===== src/rtl/cpu_controller.sv =====
// cpu_controller: instruction sequencer for the CPU datapath.
// Fetches 23-bit words from a synchronous ROM, decodes mv/mvi/alu/nop/halt
// and drives one-hot register enables, one-hot bus selects and the code word.
// Optional single-step mode: define CPU_CTRL_STEP_EN to add the step input.
module cpu_controller #(
    parameter int              PC_W       = 6,
    parameter logic [PC_W-1:0] START_ADDR = '0
) (
    input  logic            clk,
    input  logic            rst_n,
    input  logic            run,
`ifdef CPU_CTRL_STEP_EN
    input  logic            step,
`endif
    input  logic [22:0]     instr,
    output logic [PC_W-1:0] address,
    output logic [19:0]     r_en_OH,
    output logic [19:0]     tri_controller_OH,
    output logic [22:0]     code,
    output logic            busy,
    output logic            halted
);

    typedef enum logic [3:0] {
        IDLE,
        FETCH,
        DECODE,
        FETCH_IMM,
        LOAD_IMM,
        T1,
        T2,
        T3,
        HALT
    } state_t;

    localparam logic [2:0]      OPC_MV   = 3'b000;
    localparam logic [2:0]      OPC_MVI  = 3'b001;
    localparam logic [2:0]      OPC_ALU  = 3'b010;
    localparam logic [2:0]      OPC_HALT = 3'b111;
    localparam int              SEL_G    = 8;
    localparam int              SEL_A    = 9;
    localparam int              SEL_IMM  = 9;
    localparam logic [PC_W-1:0] PC_INC   = {{(PC_W-1){1'b0}}, 1'b1};

    state_t          state;
    state_t          next_state;
    state_t          done_state;
    logic [PC_W-1:0] pc;
    logic [2:0]      ir_aluop;
    logic [2:0]      ir_opc;
    logic [2:0]      ir_rx;
    logic [2:0]      ir_ry;
    logic [15:0]     imm_reg;
    logic            imm_wait_done;
    logic            start_instr;
    logic            continue_run;

    // In step mode a step pulse starts one instruction and every instruction
    // returns to IDLE; otherwise the run level both starts and continues.
`ifdef CPU_CTRL_STEP_EN
    assign start_instr  = step;
    assign continue_run = 1'b0;
`else
    assign start_instr  = run;
    assign continue_run = run;
`endif

    assign address = pc;
    assign busy    = (state != IDLE) && (state != HALT);
    assign halted  = (state == HALT);

    // State, program counter, instruction fields and the latched immediate.
    // The immediate word needs two wait cycles: the ROM still shows the opcode
    // word during the first cycle after the PC moves on.
    always_ff @(posedge clk or negedge rst_n) begin
        if (!rst_n) begin
            state         <= IDLE;
            pc            <= START_ADDR;
            ir_aluop      <= '0;
            ir_opc        <= '0;
            ir_rx         <= '0;
            ir_ry         <= '0;
            imm_reg       <= '0;
            imm_wait_done <= 1'b0;
        end else begin
            state <= next_state;
            case (state)
                DECODE: begin
                    ir_aluop <= instr[22:20];
                    ir_opc   <= instr[19:17];
                    ir_rx    <= instr[16:14];
                    ir_ry    <= instr[13:11];
                    pc       <= pc + PC_INC;
                end
                FETCH_IMM: begin
                    imm_wait_done <= ~imm_wait_done;
                    if (imm_wait_done) begin
                        imm_reg <= instr[15:0];
                    end
                end
                LOAD_IMM: begin
                    pc <= pc + PC_INC;
                end
                default: begin
                end
            endcase
        end
    end

    // Next-state logic; opcode dispatch looks at the ROM word during DECODE.
    always_comb begin
        next_state = state;
        done_state = continue_run ? FETCH : IDLE;
        case (state)
            IDLE:      next_state = start_instr ? FETCH : IDLE;
            FETCH:     next_state = DECODE;
            DECODE: begin
                case (instr[19:17])
                    OPC_MV:   next_state = T1;
                    OPC_MVI:  next_state = FETCH_IMM;
                    OPC_ALU:  next_state = T1;
                    OPC_HALT: next_state = HALT;
                    default:  next_state = done_state;
                endcase
            end
            FETCH_IMM: next_state = imm_wait_done ? LOAD_IMM : FETCH_IMM;
            LOAD_IMM:  next_state = done_state;
            T1:        next_state = (ir_opc == OPC_MV) ? done_state : T2;
            T2:        next_state = T3;
            T3:        next_state = done_state;
            HALT:      next_state = HALT;
            default:   next_state = IDLE;
        endcase
    end

    // Datapath controls, decoded from the current state and IR fields only.
    always_comb begin
        r_en_OH           = '0;
        tri_controller_OH = '0;
        code              = '0;
        case (state)
            T1: begin
                if (ir_opc == OPC_MV) begin
                    tri_controller_OH[{2'b00, ir_ry}] = 1'b1;
                    r_en_OH[{2'b00, ir_rx}]           = 1'b1;
                end else begin
                    tri_controller_OH[{2'b00, ir_rx}] = 1'b1;
                    r_en_OH[SEL_A]                    = 1'b1;
                end
            end
            T2: begin
                tri_controller_OH[{2'b00, ir_ry}] = 1'b1;
                code[22:20]                       = ir_aluop;
                r_en_OH[SEL_G]                    = 1'b1;
            end
            T3: begin
                tri_controller_OH[SEL_G] = 1'b1;
                r_en_OH[{2'b00, ir_rx}]  = 1'b1;
            end
            LOAD_IMM: begin
                code[15:0]                 = imm_reg;
                tri_controller_OH[SEL_IMM] = 1'b1;
                r_en_OH[{2'b00, ir_rx}]    = 1'b1;
            end
            default: begin
            end
        endcase
    end

endmodule


===== config.mk =====
export PLATFORM = sky130hd
export DESIGN_NAME = cpu_controller
export DESIGN_NICKNAME = d
export VERILOG_FILES = /design/src/rtl/cpu_controller.sv
export SDC_FILE = /design/constraint.sdc
export NUM_CORES = 1
export LEC_CHECK = 0
export ABC_AREA = 1
export CAP_MARGIN = 0
export CORE_ASPECT_RATIO = 0.6
export CORE_MARGIN = 2
export CORE_UTILIZATION = 43
export DETAILED_ROUTE_END_ITERATION = 12
export GPL_ROUTABILITY_DRIVEN = 0
export PLACE_DENSITY = 0.8
export SYNTH_ARGS = -nofsm -noshare
export SYNTH_HDL_FRONTEND = slang
export SYNTH_SLANG_ARGS = --single-unit

===== constraint.sdc =====
create_clock -name clk -period 1.4 [get_ports clk]
set_input_delay 0.21 -clock clk [delete_from_list [all_inputs] [get_ports clk]]
set_output_delay 0.21 -clock clk [all_outputs]
set_load 0.1 [all_outputs]

Figure 1. Signal wires on met2.
Scale: 4 px per µm.
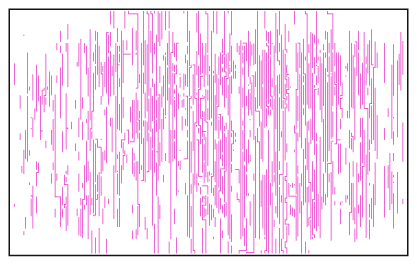
main direction: vertical
wire length on this layer: 5040 µm
nets with wire on the layer: 436

Figure 2. Met3 routing.
Scale: 4 px per µm. Cells faint in the background.
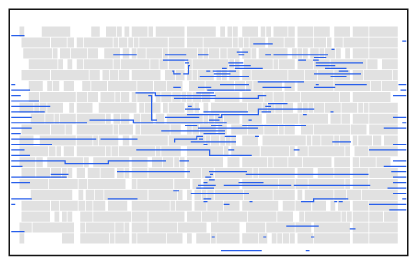
nets with wire on the layer: 109
wire length on this layer: 882 µm
longest straight run: 30.4 µm
share of all routed wire: 8.4%

Figure 3. Clock nets.
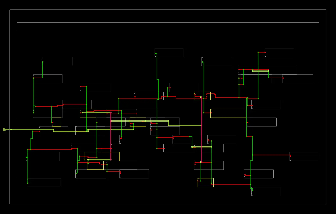
TritonCTS buffer count: 5
clk latency late pin: 0.30 ns
skew final: 0.01114 ns

==> run summary <==
Pwr top: combinational cells
dpl hpwl: 5110 µm
Seq area share: 20.45%
WP depth: 8
combinational fraction of the cell area: 35.01%
WL met1: 4040 µm
top cells, area: dfrtp_1 (42%), nand2_1 (11%), nor2_1 (9.1%)
Worst Slack Setup Final: -0.5829 ns
total gr overflow: 0
Clock Tree Buf Depth: 2
reg2reg setup slack: -0.25 ns
DR vias: 2755
Yosys top cell by instances: nand2_1
area grow syn2layout: 107.4%
initial antenna violation count: 0
Critical Path AT: 1.77 ns
Area leader share: 41.67%
DP Cell Count: 478
Final Power: 9.963 mW
P_seq: 2.23 mW
Top class by area: buffers
DR vias/cell: 5.402
DR WL met2: 5040 µm
Core Util at FP: 45.44%
Top logic family: simple AND/OR/NAND/NOR gates
unrepaired setup endpoints after global routing: yes
Synth mux share: 0%
Reg2Reg Depth: 10
flip-flop count of the largest register after layout: 16
routed length per instance: 20.64 µm
VDD IR max: 2.491 mV
first-pass GRT wire length: 12280 µm
met2 Use GR: 46.72%
cells in synth_stat.txt: 320
met3 routed WL: 882 µm
tap cell count: 66
Post-CTS Setup Bufs: 9
chip area: 6073 µm²
vias in the first global route: 2518
Die Wd: 99.28 µm
GRT met3 Usage: 6.243%
layout inverter count without the clock tree: 50
CLK BUF: 5
and+or+nand+nor area frac: 30.50%
Die Y-Extent: 61.17 µm
count of buffers from port buffering: 72
# nets final: 470
global route hottest layer: met2
Critical Path Slowest Stage Cell: dfrtp_2
GRT Total Usage: 26.45%
setup violators final: 80
Sum Neg Setup Slack: -25.13 ns
crit-path leading delay family: simple AND/OR/NAND/NOR gates
DR iter-0 viols: 239
# resized after CTS: 54
Net Switching: 5.268 mW
status: finished, violations left
antenna-violating nets left: 0
reg-to-reg endpoint: state[0]$_DFF_PN0_
pwr/cell area: 2051 nW/µm²
largest fanout on the critical path: 8
FILL cells: 139
highest routed layer: met4
top cells by count: nand2_1 (70), nor2_1 (57), inv_1 (47)
met1 usage in global routing: 33.86%
Non-CTS buffers: 121
comb_multi_in: 226
Seq/Total Area, Yosys: 41.67%
htree depth: 2
failing checks: negative setup slack
ant diodes: 0
Final clock-cell share: 2.808%
worst slack, placed: -0.1828 ns
Fmax: 504.3 MHz
Sequential cell area: 993.5 µm²
CP endpoint: tri_controller_OH[1]
Figure 4. Floorplan with the power grid.
Scale: 4 px per µm. Pins as bars on the die edge. Tap cells in grey.
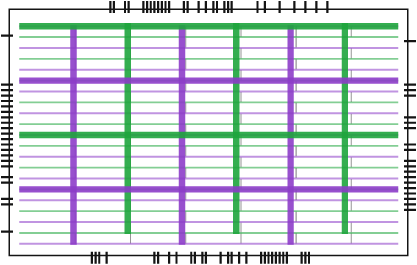
[green] VDD
[purple] VSS
rows: 20
met4 straps: 6
signal pins: 97

Figure 5. Routed metal, one colour a layer.
Scale: 4 px per µm.
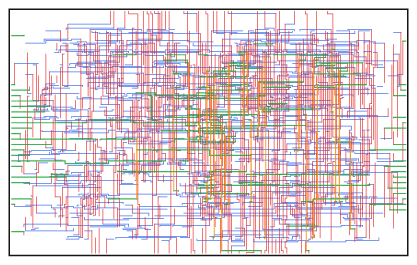
[red] met2 | wire length: 5040 µm
[green] met3 | wire length: 882 µm
[orange] met4 | wire length: 563 µm
[blue] met1 | wire length: 4040 µm

Power is estimated from default activity; no workload was simulated.
